[src/rtl/uart_rx.sv]
// UART receiver: 2-flop synchroniser, free-running oversample tick, start-bit
// qualification, mid-bit sampling of 8N1 frames, one-cycle valid/error strobes.
module uart_rx #(
   parameter int unsigned CLK_FREQ   = 100_000_000,
   parameter int unsigned BAUD       = 9600,
   parameter int unsigned OVERSAMPLE = 16,
   parameter int unsigned DATA_BITS  = 8
) (
   input  logic                 clk,
   input  logic                 rst,
   input  logic                 rxd,
   output logic [DATA_BITS-1:0] data_out,
   output logic                 data_valid,
   output logic                 frame_err,
   output logic                 busy
);

   localparam int unsigned TICK_DIV = CLK_FREQ / (BAUD * OVERSAMPLE);
   localparam int unsigned TICK_W   = (TICK_DIV > 1) ? $clog2(TICK_DIV) : 1;
   localparam int unsigned S_W      = $clog2(OVERSAMPLE);
   localparam int unsigned BIT_W    = (DATA_BITS > 1) ? $clog2(DATA_BITS) : 1;

   typedef enum logic [1:0] {
      IDLE  = 2'd0,
      START = 2'd1,
      DATA  = 2'd2,
      STOP  = 2'd3
   } state_e;

   state_e               state_q, state_d;
   logic [1:0]           sync_q, sync_d;
   logic [TICK_W-1:0]    tick_cnt_q, tick_cnt_d;
   logic [S_W-1:0]       s_cnt_q, s_cnt_d;
   logic [BIT_W-1:0]     bit_idx_q, bit_idx_d;
   logic [DATA_BITS-1:0] shift_q, shift_d;
   logic [DATA_BITS-1:0] data_out_q, data_out_d;
   logic                 data_valid_q, data_valid_d;
   logic                 frame_err_q, frame_err_d;
   logic                 busy_q, busy_d;
   logic                 tick_c;
   logic                 rxd_s;
   logic                 mid_start_c;
   logic                 bit_end_c;

   assign rxd_s       = sync_q[1];
   assign tick_c      = (tick_cnt_q == TICK_W'(TICK_DIV - 1));
   assign mid_start_c = (s_cnt_q == S_W'(OVERSAMPLE / 2 - 1));
   assign bit_end_c   = (s_cnt_q == S_W'(OVERSAMPLE - 1));

   // Synchroniser and free-running tick divider; the tick is never realigned to edges.
   always_comb begin
      sync_d     = {sync_q[0], rxd};
      tick_cnt_d = tick_c ? '0 : tick_cnt_q + TICK_W'(1);
   end

   // State register plus datapath and output registers; synchroniser resets to idle-high.
   always_ff @(posedge clk) begin
      if (!rst) begin
         state_q      <= IDLE;
         sync_q       <= 2'b11;
         tick_cnt_q   <= '0;
         s_cnt_q      <= '0;
         bit_idx_q    <= '0;
         shift_q      <= '0;
         data_out_q   <= '0;
         data_valid_q <= 1'b0;
         frame_err_q  <= 1'b0;
         busy_q       <= 1'b0;
      end else begin
         state_q      <= state_d;
         sync_q       <= sync_d;
         tick_cnt_q   <= tick_cnt_d;
         s_cnt_q      <= s_cnt_d;
         bit_idx_q    <= bit_idx_d;
         shift_q      <= shift_d;
         data_out_q   <= data_out_d;
         data_valid_q <= data_valid_d;
         frame_err_q  <= frame_err_d;
         busy_q       <= busy_d;
      end
   end

   // Next-state logic: every transition and counter step happens on a tick only.
   always_comb begin
      state_d   = state_q;
      s_cnt_d   = s_cnt_q;
      bit_idx_d = bit_idx_q;
      shift_d   = shift_q;
      if (tick_c) begin
         unique case (state_q)
            IDLE: begin
               if (!rxd_s) begin
                  state_d = START;
                  s_cnt_d = '0;
               end
            end
            START: begin
               if (mid_start_c) begin
                  s_cnt_d = '0;
                  if (rxd_s) begin
                     state_d = IDLE;
                  end else begin
                     state_d   = DATA;
                     bit_idx_d = '0;
                  end
               end else begin
                  s_cnt_d = s_cnt_q + S_W'(1);
               end
            end
            DATA: begin
               if (bit_end_c) begin
                  s_cnt_d   = '0;
                  shift_d   = {rxd_s, shift_q[DATA_BITS-1:1]};
                  bit_idx_d = bit_idx_q + BIT_W'(1);
                  if (bit_idx_q == BIT_W'(DATA_BITS - 1)) begin
                     state_d = STOP;
                  end
               end else begin
                  s_cnt_d = s_cnt_q + S_W'(1);
               end
            end
            STOP: begin
               if (bit_end_c) begin
                  s_cnt_d = '0;
                  state_d = IDLE;
               end else begin
                  s_cnt_d = s_cnt_q + S_W'(1);
               end
            end
            default: state_d = IDLE;
         endcase
      end
   end

   // Output logic: strobes and data update at the mid-stop-bit sample; busy tracks the state.
   always_comb begin
      data_valid_d = 1'b0;
      frame_err_d  = 1'b0;
      data_out_d   = data_out_q;
      busy_d       = (state_d != IDLE);
      if (tick_c && (state_q == STOP) && bit_end_c) begin
         if (rxd_s) begin
            data_valid_d = 1'b1;
            data_out_d   = shift_q;
         end else begin
            frame_err_d  = 1'b1;
         end
      end
   end

   assign data_out   = data_out_q;
   assign data_valid = data_valid_q;
   assign frame_err  = frame_err_q;
   assign busy       = busy_q;

endmodule

[config.mk]
export PLATFORM = sky130hd
export DESIGN_NAME = uart_rx
export DESIGN_NICKNAME = d
export VERILOG_FILES = /design/src/rtl/uart_rx.sv
export SDC_FILE = /design/constraint.sdc
export NUM_CORES = 1
export LEC_CHECK = 0
export CAP_MARGIN = 15
export CORE_MARGIN = 2
export CORE_UTILIZATION = 28
export DETAILED_ROUTE_END_ITERATION = 7
export REMOVE_ABC_BUFFERS = 1
export SYNTH_ARGS = -nofsm -noshare
export SYNTH_HDL_FRONTEND = slang
export SYNTH_SLANG_ARGS = --single-unit
[constraint.sdc]
create_clock -name clk -period 1.6 [get_ports clk]
set_input_delay 0.16 -clock clk [delete_from_list [all_inputs] [get_ports clk]]
set_output_delay 0.16 -clock clk [all_outputs]
set_load 0.02 [all_outputs]
==> run_1/pins.png <==
Scale: 6 px per µm. Pins as bars across the die edge, other pins in grey.
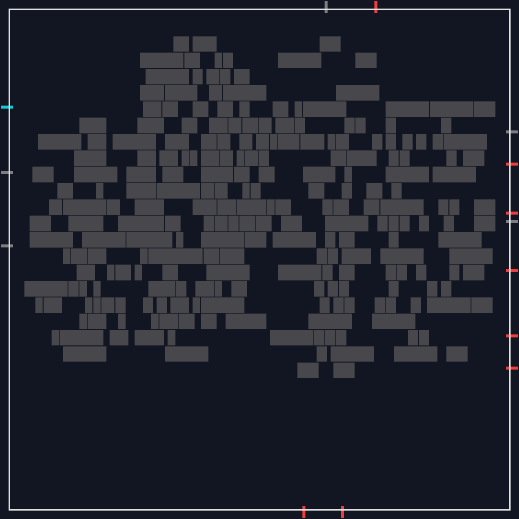
| colour | port | pins | direction | edge |
|---|---|---|---|---|
| cyan | `clk` | 1 | input | left |
| red | `data_out` | 8 | output | 5 right, 2 bottom, 1 top |
die width: 83.2 µm
Die Ht: 83.2 µm

==> run_1/met2.png <==
Scale: 4 px per µm.
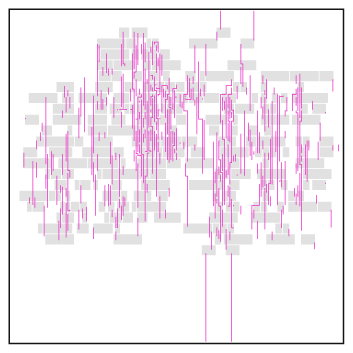
longest straight run: 27.5 µm
wire length on this layer: 1,750 µm
vias: 1,511
met2 usage: 0.180
total wire length: 3.74 mm

==> run_1/final_placement.png <==
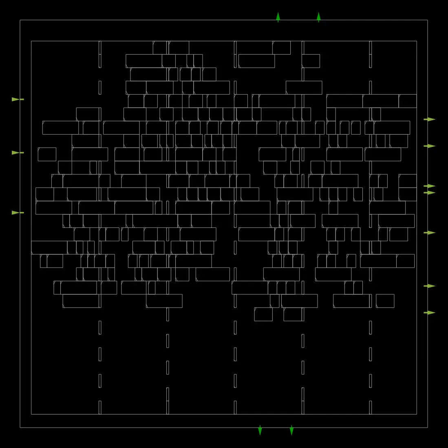
number of fill cells: 611
Layout Utilization: 0.381

-- run 1: metal layers --
layer	up-vias	wire (µm)	track usage	share of wire
li1	777	-	-	-
met5	-	0	0	0
met2	36	1750	0.180	0.47
met1	698	1810	0.153	0.48
met3	0	186	0.0328	0.050
met4	0	0	0.0179	0
-- run 1: worst paths after layout --
check                                   end  depth (start not counted)  slack, ns                startpoint
hold reg to reg        sync_q[1]$_SDFF_PN1_                          1       0.42      sync_q[0]$_SDFF_PN1_
setup reg to reg  bit_idx_q[0]$_SDFFE_PN0P_                          6       0.03  tick_cnt_q[0]$_SDFF_PP0_
setup / recovery  bit_idx_q[0]$_SDFFE_PN0P_                          6       0.03  tick_cnt_q[0]$_SDFF_PP0_
hold / removal         sync_q[1]$_SDFF_PN1_                          1       0.42      sync_q[0]$_SDFF_PN1_
==> summary.txt, run 1 <==
yosys + openroad results -> fin crit period=1.57 ns, Synth Instances=198, Clock power frac=0.396, top power group=sequential cells, max-cap violations=0, dpl cell area=2110 µm², Worst Path Required=~1.8 ns, pin count of the biggest net entering global routing=18, P per Cell Area=780 nW/µm², post-place setup slack=-0.0499 ns, top comb family, area=simple AND/OR/NAND/NOR gates, Internal Power=1.42 mW, Final period util=0.982, fmax=636 MHz, CP Class=register to register, final worst-path setup slack=0.0280 ns, Yosys top cell by area=dfxtp_1, Clock Power=0.706 mW, register area share after synthesis=0.456, CP endpoint kind=register, CTS tree=built, DP HPWL=2.57 mm, comb. cell area=918 µm², nets@finish=242, Commonest flop=dfxtp_1, yosys stat area=1760 µm², CTS max path bufs=2, final setup vio count=0, yosys simple share=0.240, switching power=0.363 mW, Adder Area Share=0.0356, Sw Share=0.204, kind of cell adding the most delay to the critical path=simple AND/OR/NAND/NOR gates, Post-CTS Resized=9, worst hold path type=register to register, Synth top cells by count=40 x dfxtp_1, 24 x nand3_1, 18 x o21ai_0, global-route wire length before repair=6.53 mm, Skew-Pair Late Insertion Delay=0.28 ns, Area leader share=0.456, crit-path cells=inv_2 > ha_4 > and4bb_4 > nand3_2 > o31a_1 > mux2_4, P_seq=just over 1 mW, final cell count without fillers=about 300, most frequent logic cell in the layout=dfxtp_1, Avg Cell Area, Syn=8.87 µm², ANT nets after route=0, Final Hold Slack=between 0.4 and 0.5 ns, Tap Cells=75, DRC Markers=0, number of DRC markers in iteration 0=around 100, htree depth=2, Seq pwr share=0.568, Slew Limit Fails=0, Synth flops=about 40, combinational power=0.0636 mW, Post-synth ARST share=0, Plain + repair buffers=41, n_diodes=0, Placement Rows=28, final hold vios=0, RSZ-0062 raised after global routing=yes, Leakage=0.815 nW, root buf cell=clkbuf_8, Clock Buffer Count=7, CTS Hold Bufs=0, most frequent cells in the layout=38 x dfxtp_1, 24 x nand3_1, 24 x buf_4, 17 x a21oi_1, 15 x nor2_1, Most flops, register=tick_cnt_q, CP max stage delay=0.32 ns, die area=a little under 7000 µm², Core Area=5990 µm², Largest cell class=logic gates, GRT Overall Usage=0.113, flip-flops with a built-in enable=0, Comb pwr share=0.036, initial core utilization=0.293, clock slew at reported path FFs=0.07 ns, share of cells above drive strength 1=0.214, Log Warnings=27, # port buffers=13, maximum vdd drop=0.000490 V, antenna violations before repair=0, Unique masters post-synth=40, outcome=finished clean, routed length per instance=12.1 µm, vias in the first global route=1,421, Setup Skew=0.00523 ns, Layout non-clock buf frac=0.157, post-placement cell count=299, Tot Pwr=1.78 mW, Post-CTS Setup Bufs=3, AO/OA Area Share=0.157, Area Growth Syn to Fin=30.0%, logic share of the area=0.402, critical-path maximum fanout=4, Flop area=approximately 800 µm², flop share of the area=0.352, Yosys top cell by instances=dfxtp_1, final RePlAce weighted congestion=around 0.86, Layout clock area frac=0.0422
==> run_1/metal_stack.png <==
Scale: 4 px per µm. Two of the layers only.
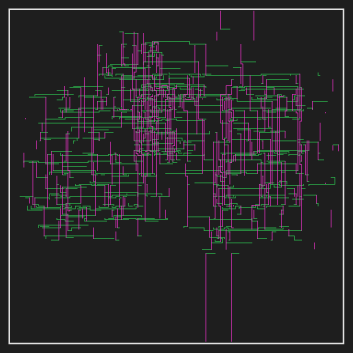

## Run 2: what changed since run 1
- SKIP_CTS_REPAIR_TIMING: default -> 1
==> run_2/metal_stack.png <==
Scale: 4 px per µm. Two of the layers only.
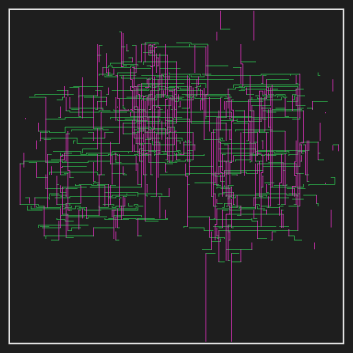
| colour | layer | wire length |
|---|---|---|
| green | met1 | 1,870 µm |
| magenta | met2 | 1,840 µm |
vias: 1,514
routed length per instance: 12.5 µm
total wire length: 3.87 mm

==> summary.txt, run 2 <==
yosys + openroad results -> Avg Cell Area, Syn=8.87 µm² (unchanged), met1 WL=1.87 mm (was 1.81 mm), Adder Area Share=0.0356 (unchanged), Leakage=0.826 nW (was 0.815 nW), Tap Cells=75 (unchanged), share of cells above drive strength 1=0.225 (was 0.214), CP endpoint kind=register (unchanged), number of fill cells=610 (was 611), R2R cell count=8 (was 6), Tot Pwr=1.79 mW (was 1.78 mW), maximum vdd drop=0.000515 V (was 0.000490 V), crit path launch=tick_cnt_q[0]$_SDFF_PP0_ (unchanged), final cell count without fillers=311 (was 309), Top Metal Used=met3 (unchanged), Core Area=5990 µm² (unchanged), Skew-Pair Late Insertion Delay=0.28 ns (about the same), htree depth=2 (unchanged), final setup vio count=0 (unchanged), Yosys top cell by instances=dfxtp_1 (unchanged), Yosys top cell by area=dfxtp_1 (unchanged), Clock Buffer Count=7 (unchanged), die width=83.2 µm (unchanged), Setup Skew=0.00714 ns (was 0.00523 ns), kind of cell adding the most delay to the critical path=simple AND/OR/NAND/NOR gates (unchanged), post-placement cell count=299 (unchanged), antenna violations before repair=0 (unchanged), most frequent logic cell in the layout=dfxtp_1 (unchanged), Synth flops=40 (unchanged), # port buffers=13 (unchanged), Area leader share=0.456 (unchanged), initial core utilization=0.293 (unchanged), outcome=finished clean (unchanged), M1 GR Usage=0.149 (was 0.153), Hold Path End=sync_q[1]$_SDFF_PN1_ (unchanged), Final period util=0.978 (was 0.982), Layout non-clock buf frac=0.163 (was 0.157), FF-to-FF Start=tick_cnt_q[0]$_SDFF_PP0_ (unchanged), Log Warnings=27 (unchanged), met3 WL=159 µm (was 186 µm), CTS tree=built (unchanged), Layout Utilization=0.387 (was 0.381), DP HPWL=2.57 mm (unchanged), GRT Overall Usage=0.110 (was 0.113), die area=6920 µm² (unchanged), n_diodes=0 (unchanged), Post-synth ARST share=0 (unchanged), Unique masters post-synth=40 (unchanged), CP Class=register to register (unchanged), reg-to-reg endpoint=shift_q[1]$_SDFFE_PN0P_ (was bit_idx_q[0]$_SDFFE_PN0P_), final RePlAce weighted congestion=0.864 (unchanged), final hold vios=0 (unchanged), comb. cell area=933 µm² (was 918 µm²), register area share after synthesis=0.456 (unchanged), pin count of the biggest net entering global routing=18 (unchanged), nets@finish=244 (was 242), Largest cell class=logic gates (unchanged), Most flops, register=tick_cnt_q (unchanged), HP Start=sync_q[0]$_SDFF_PN1_ (unchanged), ANT nets after route=0 (unchanged), met2 wire length=1.84 mm (was 1.75 mm), crit path to=shift_q[1]$_SDFFE_PN0P_ (was bit_idx_q[0]$_SDFFE_PN0P_), CTS max path bufs=2 (unchanged), yosys simple share=0.240 (unchanged), global-route wire length before repair=6.37 mm (was 6.53 mm), fin crit period=1.56 ns (was 1.57 ns), logic share of the area=0.403 (was 0.402), Commonest flop=dfxtp_1 (unchanged), Final Hold Slack=0.418 ns (was 0.419 ns), Plain + repair buffers=43 (was 41), worst hold stages=1 (unchanged), Synth Instances=198 (unchanged), Placement Rows=28 (unchanged), critical path depth=8 (was 6), RSZ-0062 raised after global routing=yes (unchanged), worst hold path type=register to register (unchanged), Slew Limit Fails=0 (unchanged), dpl cell area=2110 µm² (unchanged), Global Route met3 Usage=0.0328 (unchanged), Worst Path Required=1.77 ns (about the same), Synth top cells by count=40 x dfxtp_1, 24 x nand3_1, 18 x o21ai_0 (unchanged), fmax=639 MHz (was 636 MHz), crit-path cells=inv_2 > ha_4 > and4bb_4 > nand4_1 > buf_6 > buf_6 > o21ai_0 > a21oi_1 (was inv_2 > ha_4 > and4bb_4 > nand3_2 > o31a_1 > mux2_4)
==> run 2: worst register-to-register path, delay by kind of cell, from the launching register on <==
kind                     cells  cell delay, ns
AND/OR/NAND/NOR              2            0.43
buffers and inverters        3            0.35
flip-flops                   1            0.33
AND-OR/OR-AND                2            0.22
adder cells (fa/ha/maj)      1            0.12
==> run 2: power breakdown <==
group          internal, mW  switching (mW)  leakage [nW]
Clock                 0.384           0.328        0.0503
Combinational        0.0291          0.0347         0.453
Sequential             1.00         0.00681         0.324
Total                  1.42           0.369         0.826
==> run 2: logic make-up (layout without fill, tap and decap cells) <==
logic type / Yosys count / in the layout
xor gates and xnor gates: 9 / 9
buffers and inverters: 15 / 53
and+or+nand+nor: 77 / 77
adders and majority gates: 5 / 5
muxes: 4 / 4
DFF: 40 / 40
AOI/OAI and AO/OA: 48 / 48
Power and IR drop assume default switching activity.
